`src/rtl/serial_addsub.sv`:
```
// Purpose : digit-serial two's-complement add/subtract, DIGIT bits per cycle through a ripple slice.
// Latency : out_valid rises WIDTH/DIGIT cycles after the accepting edge.
// Backpress: one operation in flight; in_ready low until the result is taken; result held while out_ready=0.
//
// Ports:
//   clk, rst                - clock, asynchronous active-high reset
//   in_valid/in_ready, a, b, sub   - operand handshake (sub=1 computes a-b)
//   out_valid/out_ready, s, c_out, ovf - result handshake, carry out of MSB, signed overflow
module serial_addsub #(
    parameter int WIDTH = 16,
    parameter int DIGIT = 4
) (
    input  logic             clk,
    input  logic             rst,
    input  logic             in_valid,
    output logic             in_ready,
    input  logic [WIDTH-1:0] a,
    input  logic [WIDTH-1:0] b,
    input  logic             sub,
    output logic             out_valid,
    input  logic             out_ready,
    output logic [WIDTH-1:0] s,
    output logic             c_out,
    output logic             ovf
);
    localparam int N  = WIDTH / DIGIT;
    localparam int CW = (N > 1) ? $clog2(N) : 1;

    typedef enum logic [1:0] {IDLE, BUSY, DONE} state_t;

    state_t           state;
    state_t           state_nxt;
    logic [WIDTH-1:0] a_sh;
    logic [WIDTH-1:0] b_sh;
    logic [WIDTH-1:0] r_sh;
    logic             carry;
    logic [CW-1:0]    cnt;
    logic [DIGIT-1:0] dsum;
    logic [DIGIT:0]   rc;      // ripple carries through the slice; rc[DIGIT-1] feeds the slice MSB
    logic [WIDTH-1:0] r_nxt;
    logic             last;

    assign in_ready  = (state == IDLE);
    assign out_valid = (state == DONE);
    assign last      = (cnt == CW'(N - 1));

    // DIGIT-bit ripple-carry slice over the low digit of the operand shifters
    always_comb begin
        rc    = '0;
        dsum  = '0;
        rc[0] = carry;
        for (int i = 0; i < DIGIT; i++) begin
            dsum[i]  = a_sh[i] ^ b_sh[i] ^ rc[i];
            rc[i+1]  = (a_sh[i] & b_sh[i]) | (rc[i] & (a_sh[i] ^ b_sh[i]));
        end
    end

    // New digit enters at the top so after N shifts the first digit sits at bit 0
    always_comb begin
        r_nxt = (r_sh >> DIGIT) | (WIDTH'(dsum) << (WIDTH - DIGIT));
    end

    always_comb begin
        state_nxt = state;
        case (state)
            IDLE:    if (in_valid)  state_nxt = BUSY;
            BUSY:    if (last)      state_nxt = DONE;
            DONE:    if (out_ready) state_nxt = IDLE;
            default:                state_nxt = IDLE;
        endcase
    end

    always_ff @(posedge clk or posedge rst) begin
        if (rst) state <= IDLE;
        else     state <= state_nxt;
    end

    always_ff @(posedge clk or posedge rst) begin
        if (rst) begin
            a_sh  <= '0;
            b_sh  <= '0;
            r_sh  <= '0;
            carry <= 1'b0;
            cnt   <= '0;
            s     <= '0;
            c_out <= 1'b0;
            ovf   <= 1'b0;
        end else begin
            case (state)
                IDLE: begin
                    if (in_valid) begin
                        // subtract as a + ~b + 1: the +1 rides in as the initial carry
                        a_sh  <= a;
                        b_sh  <= sub ? ~b : b;
                        carry <= sub;
                        cnt   <= '0;
                        r_sh  <= '0;
                    end
                end
                BUSY: begin
                    a_sh  <= a_sh >> DIGIT;
                    b_sh  <= b_sh >> DIGIT;
                    r_sh  <= r_nxt;
                    carry <= rc[DIGIT];
                    cnt   <= cnt + CW'(1);
                    if (last) begin
                        s     <= r_nxt;
                        c_out <= rc[DIGIT];
                        ovf   <= rc[DIGIT] ^ rc[DIGIT-1];
                    end
                end
                default: ;
            endcase
        end
    end
endmodule

```
`config.mk`:
```
export PLATFORM = sky130hd
export DESIGN_NAME = serial_addsub
export DESIGN_NICKNAME = d
export VERILOG_FILES = /design/src/rtl/serial_addsub.sv
export SDC_FILE = /design/constraint.sdc
export NUM_CORES = 1
export LEC_CHECK = 0
export CAP_MARGIN = 40
export CORE_MARGIN = 5
export CORE_UTILIZATION = 40
export DETAILED_ROUTE_END_ITERATION = 10
export GPL_ROUTABILITY_DRIVEN = 0
export PLACE_DENSITY = 0.71
export SLEW_MARGIN = 20
export SYNTH_ARGS = -nofsm -noshare
export SYNTH_HDL_FRONTEND = slang
export SYNTH_SLANG_ARGS = --single-unit
```
`constraint.sdc`:
```
create_clock -name clk -period 2.3 [get_ports clk]
set_input_delay 0.69 -clock clk [delete_from_list [all_inputs] [get_ports clk]]
set_output_delay 0.69 -clock clk [all_outputs]
set_load 0.02 [all_outputs]
```
### Floorplan with the power grid

Scale bar: 20 microns. Pins as bars on the die edge.
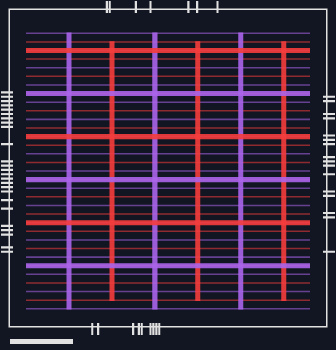
VSS: marked purple. VDD: marked red.
33 met1 rails follow the rows. 6 straps on met5.
VDD IR max: 619 uV
total core area: 0.00781 sq mm

### Cells colored by class

Fill, decap, tap and diode cells in gray.
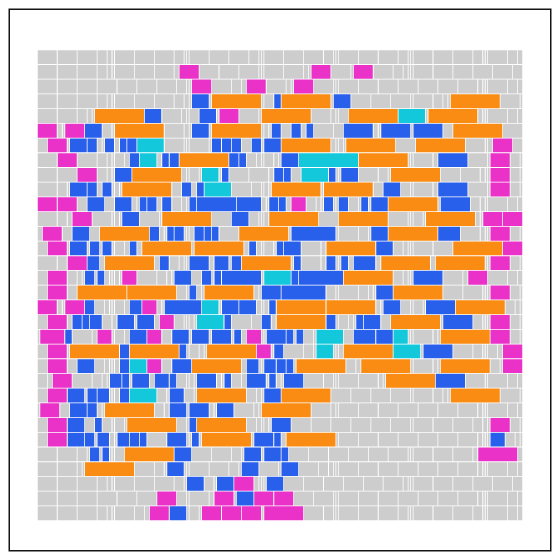
clock drivers and dummy loads: marked cyan, cells 16, share of their area 5.2%. flip-flops: marked orange, cells 67, share of their area 42%. other buffers and delay cells: marked magenta, cells 67, share of their area 17%. all other logic: marked blue, cells 192, share of their area 36%.
cell area after layout: 0.00410 sq mm
post-route core utilization: 52.6%
flop share of the area: 40.9%
# rows: 32

### Clock network drawn from the DEF

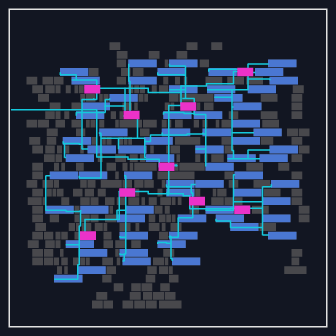
flip-flops: marked blue, count 67. cells driving clock nets: marked magenta, count 9. clock wires: marked cyan, length 821 microns.
There are 10 routed clock nets.
later-pin clock latency in the skew report: 350 ps
power share of the clock group: 19.8%
Clock Skews: 14.1 ps

### Signal wires by layer

Scale bar: 20 microns. Two of the layers only.
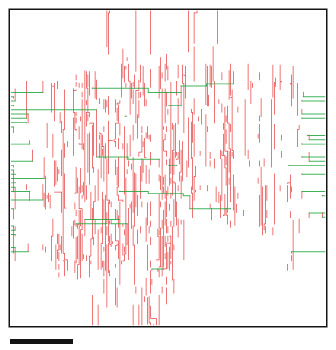
met2: marked red, wire length 2990 microns. met3: marked green, wire length 348 microns.
GRT Util Overall: 14.2%
drt wl/cell: 14.9 microns
Via Count: 2257

### Clock nets

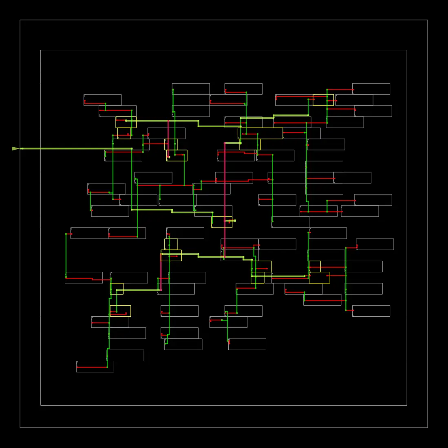
Num CTS Buffers: 9
Clock Sinks: 67
Layout clock buffers: 9

==> flow_metrics.tcl <==
# implementation run metrics
set metrics [dict create \
    portBuffers 56 \
    rsz0062_at_grt "false" \
    synth_nets 323 \
    critical_path.top_delay_family "buffers and inverters" \
    warnings 26 \
    overflow 0 \
    met1_usage_pct 19.6 \
    fin_tns_setup_ps 0 \
    nets 379 \
    yosysCellCount 281 \
    n_antenna_cell 0 \
    drt_iter0_markers 115 \
    syn2layout_area_growth_pct 27.1 \
    use_met2_pct 21.6 \
    setup.worst_path.start_class "flip-flop" \
    via_per_inst 5.08 \
    die_w_microns 99.8 \
    setup_violations 0 \
    cellPowerDensity_mw_per_mm2 1260 \
    htreeDepth 3 \
    p_sw_share_pct 36.9 \
    post_dp_cell_area_sq_mm 0.00388 \
    cp.arrival_ps 1510 \
    synth_cell_types 31 \
    layout_top_cell "dfrtp_1" \
    drive_above_1_share_pct 14.6 \
    drtAntennaViolNets 0 \
    tightestPinTransition_ps 645 \
    busiest_layer "met2" \
    grt_max_degree 68 \
    ys.flops 67 \
    placed_cells_incl_taps 427 \
    grt_antenna_before_repair 0 \
    crit_buf_inv 1 \
    maxCapViolCount 0 \
    syn_area_per_cell_sq_um 11.5 \
    chipArea_sq_mm 0.00997 \
    fmax_mhz 454 \
    slew_headroom_pct 56.9 \
    top_area_share_pct 51.9 \
    cts_hold_buf 0 \
    grt_pass1_vias 2266 \
    drc 0 \
    grt_pass1_wl_mm 11.3 \
    seq_power_share_pct 38.1 \
    drt_wl_total_mm 6.60 \
    ioPinCount 57 \
    path_clk_slew_ps 90 \
    ys_area_sq_mm 0.00323 \
    most-common-layout-cells "67 x dfrtp_1, 55 x clkdlybuf4s50_1, 27 x nand2_1, 27 x o21ai_0, 16 x a21oi_1" \
    synthCells 281 \
    leakagePower_nw 1.87 \
    yosysSeqAreaShare_pct 51.9 \
    dp.final_hpwl_mm 4.54 \
    cp_max_fo 4 \
    crit_type "reg -> out" \
    top_area_cell "dfrtp_1" \
    die-height_microns 99.8 \
    clock_path_buffers 2 \
    worstPathCellList "nor2_1 -> clkdlybuf4s50_1" \
    drt-pass1-iter-count 4 \
    endpoint_kind "primary output" \
    internal_power_mw 3.25 \
    cts_tree "done" \
    power.switching_mw 1.90 \
    clock-root-buffer "clkbuf_8" \
    finalPower_mw 5.15 \
    fp_util_pct 41.3 \
    status "completed" \
    hold_viol 0 \
    ys_warn_count 0 \
    hold_path.class "reg -> reg" \
    synth_area_sq_mm 0.00323 \
    instances_no_fill 444 \
    finalClockPeriodUsage_pct 95.8 \
    netlist_top_cells_area "dfrtp_1 52%, mux2_4 5.1%, o21ai_0 4.5%, a22o_1 3.8%, a221o_1 3.4%" \
    cpPeakStageDelay_ps 610 \
    period_needed_ps 2200 \
    drv_slew 0 \
    use_met3_pct 4.59 \
    power_frac_comb_pct 42.1 \
    critPathSlowestCell "clkdlybuf4s50_1" \
    cp.required_ps 1610 \
]
-- through the flow --
step	setup slack, ps	util [%]	hold slack (ps)
6_report	96.0	52.6	486
4_1_cts	9.97	52.3	489
5_1_grt	12.7	52.6	518
3_3_place_gp	45.5	49.7	462
2_1_floorplan	182	-	450
3_5_place_dp	29.9	49.7	472
-- Yosys cell counts --
cell type and number:
clkbuf_1 2, buf_2 11, dfrtp_1 67, o32ai_1 8, inv_1 17, nand3b_4 1, xnor2_1 9, a21oi_1 16
ha_1 1, nor2b_2 1, clkbuf_2 1, nand2b_1 2, xor2_1 8, o21ai_0 29, buf_6 3, a22oi_1 2
a22o_1 14, nor2_1 3, fa_1 4, mux2_4 11, mux2_2 3, o21bai_4 1, a221o_1 11, or3b_1 1
nand2_1 27, nor2b_1 7, mux2i_1 1, o211ai_1 1, buf_4 5, and3b_1 11, a2bb2oi_1 3
-- worst reg2reg max path, stage by stage (launching register included) --
cell,delay (ps)
dfrtp_1,390
inv_1,90
fa_1,190
inv_1,60
fa_2,350
fa_2,400
inv_1,80
fa_2,440
o21ai_1,130
-- metal layers --
layer / part of all wire [%] / wire, microns
met1: 49 / 3210
met2: 45 / 2990
met3: 5.3 / 348
met4: 0.68 / 45
met5: 0 / 0
-- cell type report --
class | instances | area [sq um]
Inverter | 17 | 67.6
Sequential cell | 67 | 1680
Tap cell | 102 | 128
Clock inverter | 7 | 81.3
Timing Repair Buffer | 67 | 671
Clock buffer | 9 | 124
Fill cell | 722 | 3700
Multi-Input combinational cell | 175 | 1360
-- power groups by stage --
stage                     Clock (mW)  Combinational, mW  Sequential (mW)
after CTS                       1.03               2.18             1.97
final                           1.02               2.17             1.97
after global routing            1.08               2.39             2.03
after floorplan                    0               1.41             2.06
after global placement             0               2.12             1.97
after detailed placement           0               2.18             1.98
-- path summary, 6_finish.rpt --
kind,to,depth (start not counted),slack (ps),from
hold reg to reg,a_sh[11]$_DFFE_PP0P_,2,490,a_sh[11]$_DFFE_PP0P_
setup reg to reg,r_sh[15]$_DFFE_PP0P_,8,110,carry$_DFFE_PP0P_
hold / removal,a_sh[11]$_DFFE_PP0P_,2,490,a_sh[11]$_DFFE_PP0P_
max in group asynchronous,b_sh[10]$_DFFE_PP0P_,3,1230,rst
setup / recovery,in_ready,2,100,state[0]$_DFFE_PP0P_
min in group asynchronous,s[3]$_DFFE_PP0P_,3,780,rst
-- flip-flops by register name, indices dropped and copies added, names as in the netlist --
signal  flops
r_sh       12
a_sh       16
s          16
carry       1
c_out       1
state       2
ovf         1
cnt         2
b_sh       16
-- cells by family after synthesis --
| group | share of synthesized area (%) |
|---|---|
| AOI/OAI and AO/OA | 18.5 |
| DFF | 51.9 |
| and+or+nand+nor | 9.38 |
| buffers and inverters | 6.28 |
| xor gates and xnor gates | 4.61 |
| muxes | 6.47 |
| adders and majority gates | 2.87 |
-- timing repair --
action                     4_1_cts  5_1_grt
setup endpoints to repair        0        5
buffers inserted                 0        1
resized                          0        8
Power figures rest on the tool's default switching activity, not on a simulated workload.
